[src/rtl/encoder_distance_counter.sv]
// ---------------------------------------------------------------------------
// encoder_distance_counter
//
// Conditions a raw quadrature wheel encoder (synchronizer, glitch filter,
// quadrature decode) and accumulates the decoded ticks into a signed
// distance in whole centimetres for the Nios encoderincm PIO. The
// encoderreset PIO level clears the distance and the sticky error flag.
//
// Pipeline from a clean input edge to the distance output:
//   SYNC_STAGES  synchronizer flops
//   GLITCH_CYCLES  stable cycles before the filtered value follows
//   1 cycle   decoded tick lands in the cm/sub accumulator
//   1 cycle   output register
// ---------------------------------------------------------------------------
module encoder_distance_counter #(
  parameter int TICKS_PER_CM  = 20,
  parameter int SYNC_STAGES   = 2,
  parameter int GLITCH_CYCLES = 4,
  parameter int CM_WIDTH      = 32
) (
  input  logic                clk_clk,
  input  logic                reset_reset,
  input  logic                enc_a,
  input  logic                enc_b,
  input  logic                encoder_reset,
  output logic [CM_WIDTH-1:0] encoderincm,
  output logic                enc_dir,
  output logic                enc_error
);

  // -------------------------------------------------------------------------
  // Derived sizes and constants
  // -------------------------------------------------------------------------
  localparam int SUB_W  = (TICKS_PER_CM > 2) ? $clog2(TICKS_PER_CM) : 1;
  localparam int GCNT_W = $clog2(GLITCH_CYCLES + 1);

  // Last sub-centimetre position before rolling into the next centimetre.
  localparam logic [SUB_W-1:0] SUB_LAST = SUB_W'(TICKS_PER_CM - 1);

  // Filter counter value on which the next differing cycle commits.
  localparam logic [GCNT_W-1:0] GLITCH_LAST = GCNT_W'(GLITCH_CYCLES - 1);

  // Two's-complement saturation limits of the distance register.
  localparam logic [CM_WIDTH-1:0] CM_POS_MAX = {1'b0, {(CM_WIDTH-1){1'b1}}};
  localparam logic [CM_WIDTH-1:0] CM_NEG_MAX = {1'b1, {(CM_WIDTH-1){1'b0}}};

  // -------------------------------------------------------------------------
  // Channel conditioning: bit 1 = A, bit 0 = B throughout
  // -------------------------------------------------------------------------
  logic [1:0] w_raw;
  logic [1:0] w_sync;
  logic [1:0] w_filt;

  assign w_raw = {enc_a, enc_b};

  for (genvar ch = 0; ch < 2; ch++) begin : g_chan
    logic [SYNC_STAGES-1:0] r_sync;
    logic [GCNT_W-1:0]      r_gcnt;
    logic                   r_filt;

    // Synchronizer shift chain bringing the asynchronous channel into clk_clk.
    always_ff @(posedge clk_clk) begin
      if (reset_reset) begin
        r_sync <= '0;
      end else begin
        r_sync <= {r_sync[SYNC_STAGES-2:0], w_raw[ch]};
      end
    end

    assign w_sync[ch] = r_sync[SYNC_STAGES-1];

    // Glitch filter: follow the synchronized level only after it has
    // differed from the filtered level for GLITCH_CYCLES consecutive cycles.
    always_ff @(posedge clk_clk) begin
      if (reset_reset) begin
        r_gcnt <= '0;
        r_filt <= 1'b0;
      end else if (w_sync[ch] == r_filt) begin
        r_gcnt <= '0;
      end else if (r_gcnt == GLITCH_LAST) begin
        r_filt <= w_sync[ch];
        r_gcnt <= '0;
      end else begin
        r_gcnt <= r_gcnt + 1'b1;
      end
    end

    assign w_filt[ch] = r_filt;
  end

  // -------------------------------------------------------------------------
  // Decoder and accumulator state
  // -------------------------------------------------------------------------
  logic [1:0]          r_prev;
  logic [CM_WIDTH-1:0] r_cm;
  logic [SUB_W-1:0]    r_sub;
  logic                r_dir;
  logic                r_err;

  logic                w_tick_fwd;
  logic                w_tick_rev;
  logic                w_tick_bad;
  logic [CM_WIDTH-1:0] w_cm_nxt;
  logic [SUB_W-1:0]    w_sub_nxt;

  // Quadrature decode of previous vs current filtered {A,B}.
  always_comb begin
    w_tick_fwd = 1'b0;
    w_tick_rev = 1'b0;
    w_tick_bad = 1'b0;
    case ({r_prev, w_filt})
      // forward 00 -> 01 -> 11 -> 10 -> 00
      4'b0001, 4'b0111, 4'b1110, 4'b1000: w_tick_fwd = 1'b1;
      // reverse 00 -> 10 -> 11 -> 01 -> 00
      4'b0010, 4'b1011, 4'b1101, 4'b0100: w_tick_rev = 1'b1;
      // both channels moved at once: position is ambiguous
      4'b0011, 4'b1100, 4'b0110, 4'b1001: w_tick_bad = 1'b1;
      // unchanged state
      default: w_tick_fwd = 1'b0;
    endcase
  end

  // Next cm/sub for the decoded tick, holding at either saturation limit.
  always_comb begin
    w_cm_nxt  = r_cm;
    w_sub_nxt = r_sub;
    if (w_tick_fwd) begin
      if (r_sub == SUB_LAST) begin
        if (r_cm != CM_POS_MAX) begin
          w_sub_nxt = '0;
          w_cm_nxt  = r_cm + 1'b1;
        end else begin
          w_sub_nxt = r_sub;
          w_cm_nxt  = r_cm;
        end
      end else begin
        w_sub_nxt = r_sub + 1'b1;
      end
    end else if (w_tick_rev) begin
      if (r_sub == '0) begin
        if (r_cm != CM_NEG_MAX) begin
          w_sub_nxt = SUB_LAST;
          w_cm_nxt  = r_cm - 1'b1;
        end else begin
          w_sub_nxt = r_sub;
          w_cm_nxt  = r_cm;
        end
      end else begin
        w_sub_nxt = r_sub - 1'b1;
      end
    end else begin
      w_cm_nxt  = r_cm;
      w_sub_nxt = r_sub;
    end
  end

  // Decoder history and direction keep tracking even while the count is
  // held clear, so releasing encoder_reset never produces a phantom tick.
  always_ff @(posedge clk_clk) begin
    if (reset_reset) begin
      r_prev <= 2'b00;
      r_dir  <= 1'b0;
    end else begin
      r_prev <= w_filt;
      if (w_tick_fwd || w_tick_rev) begin
        r_dir <= w_tick_rev;
      end
    end
  end

  // Distance accumulator and sticky error; encoder_reset overrides any tick.
  always_ff @(posedge clk_clk) begin
    if (reset_reset) begin
      r_cm  <= '0;
      r_sub <= '0;
      r_err <= 1'b0;
    end else if (encoder_reset) begin
      r_cm  <= '0;
      r_sub <= '0;
      r_err <= 1'b0;
    end else begin
      r_cm  <= w_cm_nxt;
      r_sub <= w_sub_nxt;
      if (w_tick_bad) begin
        r_err <= 1'b1;
      end
    end
  end

  // Output register stage: no combinational path from any input to a port.
  always_ff @(posedge clk_clk) begin
    if (reset_reset) begin
      encoderincm <= '0;
      enc_dir     <= 1'b0;
      enc_error   <= 1'b0;
    end else begin
      encoderincm <= r_cm;
      enc_dir     <= r_dir;
      enc_error   <= r_err;
    end
  end

endmodule

[config.mk]
export PLATFORM = sky130hd
export DESIGN_NAME = encoder_distance_counter
export DESIGN_NICKNAME = d
export VERILOG_FILES = /design/src/rtl/encoder_distance_counter.sv
export SDC_FILE = /design/constraint.sdc
export NUM_CORES = 1
export LEC_CHECK = 0
export CAP_MARGIN = 5
export CORE_MARGIN = 5
export CORE_UTILIZATION = 41
export DETAILED_ROUTE_END_ITERATION = 6
export PLACE_DENSITY_LB_ADDON = 0.1
export SKIP_CTS_REPAIR_TIMING = 1
export SYNTH_ARGS = -nofsm -noshare
export SYNTH_HDL_FRONTEND = slang
export SYNTH_SLANG_ARGS = --single-unit
[constraint.sdc]
create_clock -name clk_clk -period 6.6 [get_ports clk_clk]
set_input_delay 0.66 -clock clk_clk [delete_from_list [all_inputs] [get_ports clk_clk]]
set_output_delay 0.66 -clock clk_clk [all_outputs]
set_load 0.02 [all_outputs]
### Cell classes on the final placement, run 1

Scale bar: 20 um.
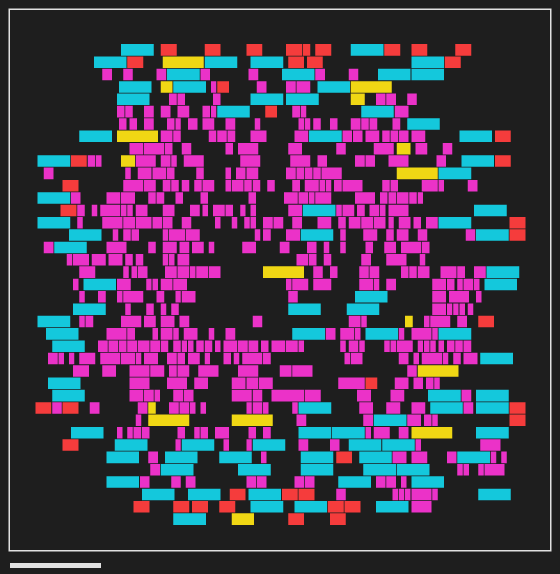
cyan -> flops  # cells 87, share of their area 32%
yellow -> clock drivers and dummy loads  # cells 16, share of their area 5.2%
magenta -> combinational and other logic  # cells 469, share of their area 55%
red -> other buffers and delay cells  # cells 41, share of their area 7.3%

### Clock routing, run 1

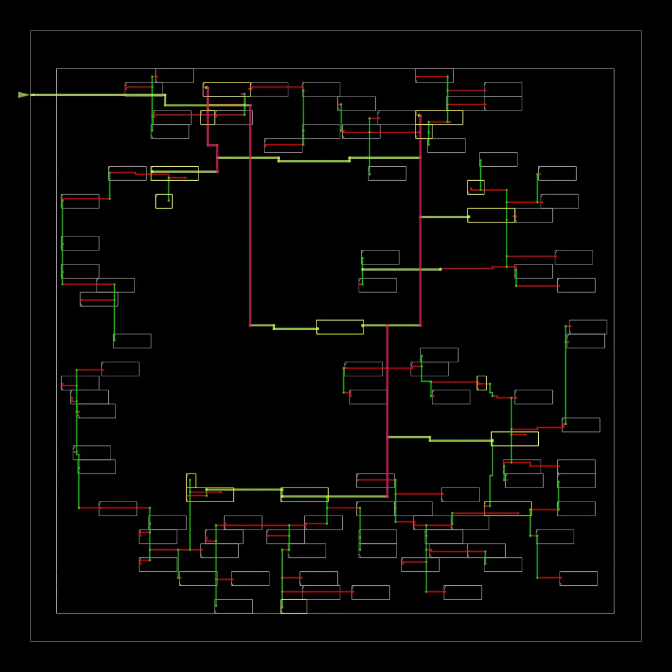
Clock buffer cells: 10
clock-net power: 0.477 mW
Sink Count: 87

==> flow_summary.ini, run 1 <==
; flow metrics
[outcome]
outcome = finished clean

[setup_path]
cp_slowest_cell = o41ai_1
r2r-end = r_cm[29]
endpoint = r_cm[29]
r2r_slack_ns = 2.77
crit_cells = 12
r2r_start = g_chan[0].r_filt
critPathKind = reg -> reg
cp-start-kind = register
critical_path.cell_chain = xor2_1 > and2_1 > inv_4 > ha_1 > a21o_1 > a31oi_1 > a21oi_1 > o41ai_1 > nand2_1 > a221oi_1 > nor4_1 > a211o_1
critical_path.top_delay_family = AND-OR/OR-AND gates
critPathBufInv = 1

[final_timing]
max_slew_margin_pct = 40.0
drv_slew = 0
grt_setup_unrepaired = no
finalSetupTns_ns = 0
hold_ws_ns = 0.425
period_used_pct = 58.0
period_minus_slack_ns = 3.83
tightest_slew_ns = 0.900
hold_violations = 0
max_freq_mhz = 261
worst_clock_skew_ns = 0.00705

[global_routing]
grt-busiest-layer = met2
gr-total-overflow = 0
track_usage_pct = 16.1
grt_use_met3_pct = 4.60
grt_pass1_vias = 3901
grt_pass1_wl_um = 18800
use_met1_pct = 20.9
grt_util_met2_pct = 26.1

[placed_design]
gp_congestion = 0.911
placed_cells = 740
place_hpwl_um = 8180
place_area_um2 = 5340
numPortBuffers = 38

[cells_and_area]
reg.largest.list = encoderincm (32), r_cm (32), g_chan.r_gcnt (6)
area_growth_pct = 15.5
logic_gate_count = 451
drive_gt1_share_pct = 4.73
inv_count = 18
stdcell_count = 756
sh_seq_area_pct = 31.0
final-clk-cell-share_pct = 5.03
final.fill_count = 1140
final_util_pct = 48.8
seq_area_um2 = 1740
fin_area_um2 = 5620
final_cell_mix = dfxtp_1 (87), nor2_1 (62), a21oi_1 (44)
comb-cell-share_pct = 52.4
logic_area_um2 = 2950
flop-count = 87
buf_share_pct = 7.08

[synthesis]
synth.cellmix.simpleShare_pct = 24.7
common_cells = dfxtp_1 (87), nor2_1 (62), a21oi_1 (44)
fp_nets = 620
compound_area_share_pct = 18.2
flop_cell = dfxtp_1
synth.distinct_cells = 59
ys_seq_elements = 87
edf_count = 0
yosys.cell_count.top_type = dfxtp_1
synthAdderAreaFrac_pct = 9.67
largest_area_cell = dfxtp_1
avgSynthCellArea_um2 = 8.42
synthesis.area_um2 = 4870
ys_cells = 578
synth_async_sr_flop_share_pct = 0

[power]
switching_share_pct = 21.9
ir_drop_v = 0.000108
p_seq_mw = 0.527
p_sw_mw = 0.224
p_clk_share_pct = 46.7
p_leak_nw = 2.44
power_density_nw_per_um2 = 182
top_power_group = registers
comb_power_mw = 0.0175
p_int_mw = 0.798
total_power_mw = 1.02
power.share.sequential_pct = 51.6

[drt]
post-route-drc-count = 0
initialDrtViolationCount = 268
wl_um = 11400
wl_met3_um = 567
ant_nets = 0
top_layer = met4
vias = 4191

[clocking]
clock_latency_ns = 0.35
cts-buffers-inserted = 9
clockRootBuffer = clkbuf_16
h-tree-depth = 3
clkTransAtPathRegs_ns = 0.06
cts_buffer_depth = 2

[job]
warning_count = 27

[die]
initCoreUtil_pct = 42.3
chipWidth_um = 119
coreArea_um2 = 11500
ios = 39
taps = 143
die_h_um = 119

[min_path]
hold_end = g_chan[0].r_gcnt[0]
holdCritStartpoint = g_chan[0].r_gcnt[0]
min_path_type = reg -> reg
### Clock network drawn from the DEF, run 1

Scale bar: 20 um.
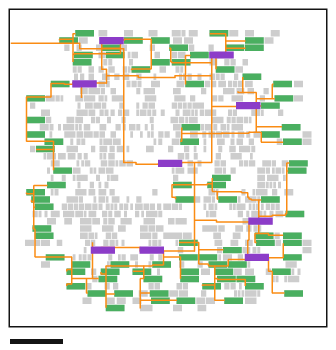
orange -> clock wires  # length 1110 um
green -> flip-flops  # count 87
purple -> clock drivers  # count 9
flops lie = widely spread
routed clock nets = 10

==> run 1 -> run 2 <==
- clock period: 6.6 -> 3.1 ns (I/O delays scaled with it)
### Cell classes on the final placement, run 2

Scale bar: 20 um.
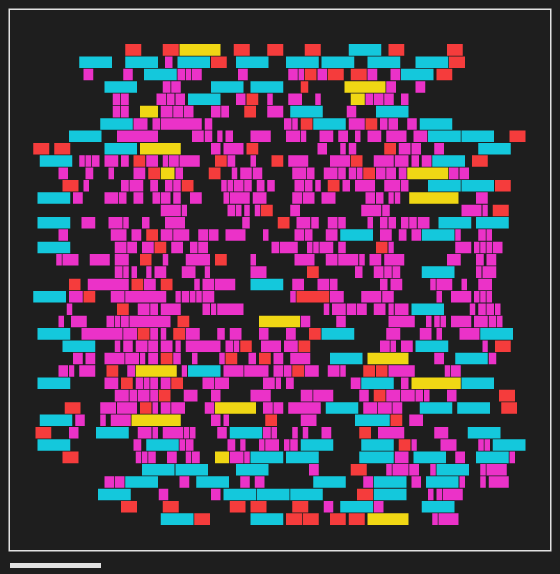
cyan -> flops  # cells 87, share of their area 29%
magenta -> combinational and other logic  # cells 469, share of their area 53%
red -> other buffers and delay cells  # cells 90, share of their area 13%
yellow -> clock drivers and dummy loads  # cells 16, share of their area 5.8%

### Clock routing, run 2

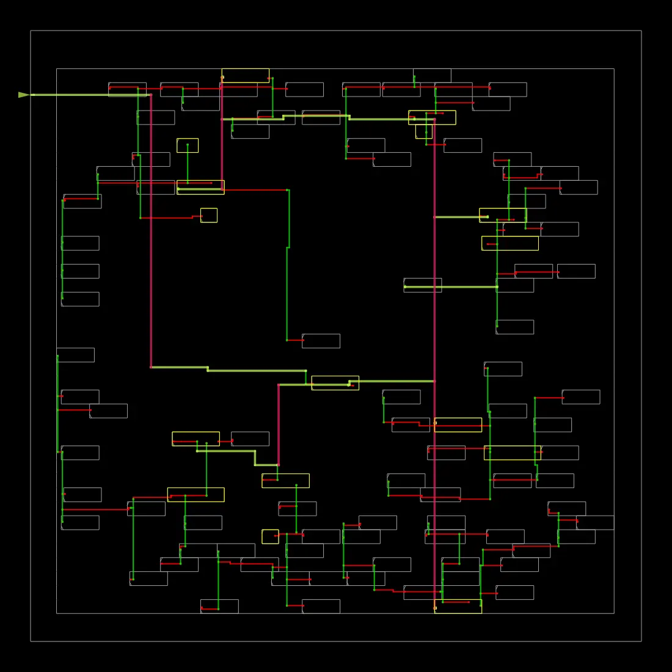
CTS Buf Count: 9
Clock buffer cells: 9

### Power grid, run 2

Pins as bars on the die edge. Tap cells in grey.
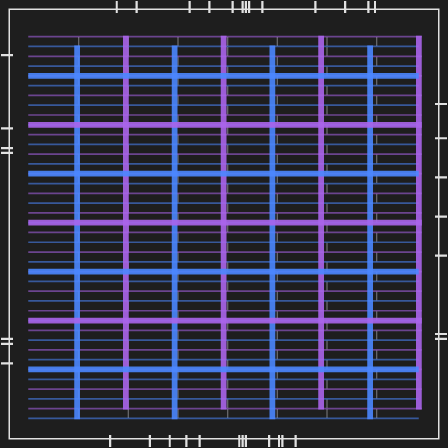
blue -> VSS
purple -> VDD
signal pins = 39
met5 straps = 7

==> flow_summary.ini, run 2 <==
; flow metrics
[power]
total_power_mw = 2.45
p_clk_share_pct = 52.5
power_density_nw_per_um2 = 392
p_leak_nw = 2.73
p_sw_mw = 0.512
top_power_group = the clock network
comb_power_mw = 0.0404
ir_drop_v = 0.000209
power.share.sequential_pct = 45.9
p_seq_mw = 1.12
switching_share_pct = 21.0

[placed_design]
place_area_um2 = 5700
placed_cells = 786
place_hpwl_um = 9320
numPortBuffers = 38
gp_congestion = 0.907

[synthesis]
yosys.cell_count.top_type = dfxtp_1
largest_area_cell = dfxtp_1
synth_async_sr_flop_share_pct = 0
fp_nets = 620
compound_area_share_pct = 18.2
netlist_instances = 578
synth.distinct_cells = 59
edf_count = 0
common_cells = dfxtp_1 (87), nor2_1 (62), a21oi_1 (44)
ys_cells = 578
synthAdderAreaFrac_pct = 9.67
ys_seq_elements = 87
xor_area_share_pct = 5.58
yosys_area_um2 = 4870
logic_family = simple AND/OR/NAND/NOR gates
flop_cell = dfxtp_1
synthesis.area_um2 = 4870
avgSynthCellArea_um2 = 8.42

[setup_path]
r2r-end = r_cm[19]
cp-start-kind = register
endpoint = r_cm[19]
cp_slowest_cell = or4_1
r2r_slack_ns = 0.08
critical_path.cell_chain = xnor2_2 > and2_4 > inv_6 > ha_1 > buf_4 > nand2_1 > o21ai_1 > nand2_1 > nand3b_1 > a31oi_4 > o21ba_2 > or4_1 > nand3_1
critPathBufInv = 2
critPathKind = reg -> reg
r2r_start = g_chan[1].r_filt
critical_path.top_delay_family = simple AND/OR/NAND/NOR gates

[cells_and_area]
sh_seq_area_pct = 27.9
final_util_pct = 54.2
buf_share_pct = 12.5
stdcell_count = 805
logic_gate_count = 451
inv_count = 18
drive_gt1_share_pct = 15.3
reg.largest.list = encoderincm (32), r_cm (32), g_chan.r_gcnt (6)
seq_area_um2 = 1740
area_growth_pct = 28.3
final.fill_count = 1062
final-clk-cell-share_pct = 5.65
logic_area_um2 = 3110
flop-count = 87
comb-cell-share_pct = 49.9

[min_path]
holdCritStartpoint = g_chan[1].r_gcnt[0]
hold_end = g_chan[1].r_gcnt[0]
min_path_type = reg -> reg

[final_timing]
hold_ws_ns = 0.427
drv_slew = 0
period_used_pct = 97.3
period_minus_slack_ns = 3.02
worst_clock_skew_ns = 0.00685
finalSetupTns_ns = 0
hold_violations = 0
grt_setup_unrepaired = yes
tightest_slew_ns = 1.12
max_freq_mhz = 332
max_slew_margin_pct = 25.1

[global_routing]
grt_pass1_vias = 4251
grt_util_met2_pct = 30.4
grt_pass1_wl_um = 21300
use_met1_pct = 23.6
grt-busiest-layer = met2
track_usage_pct = 18.4
grt_use_met3_pct = 3.51
gr-total-overflow = 0

[drt]
initialDrtViolationCount = 237
post-route-drc-count = 0
top_layer = met4
vias = 4425
wl_met3_um = 623
ant_nets = 0

[die]
chipWidth_um = 119
coreArea_um2 = 11500
die_h_um = 119
taps = 143
ios = 39
initCoreUtil_pct = 42.3

[clocking]
cts_tree = done
cts_buffer_depth = 2
clockRootBuffer = clkbuf_16
h-tree-depth = 3
clock_latency_ns = 0.35

[job]
warning_count = 28

[outcome]
outcome = finished clean
Power and IR drop assume default switching activity.
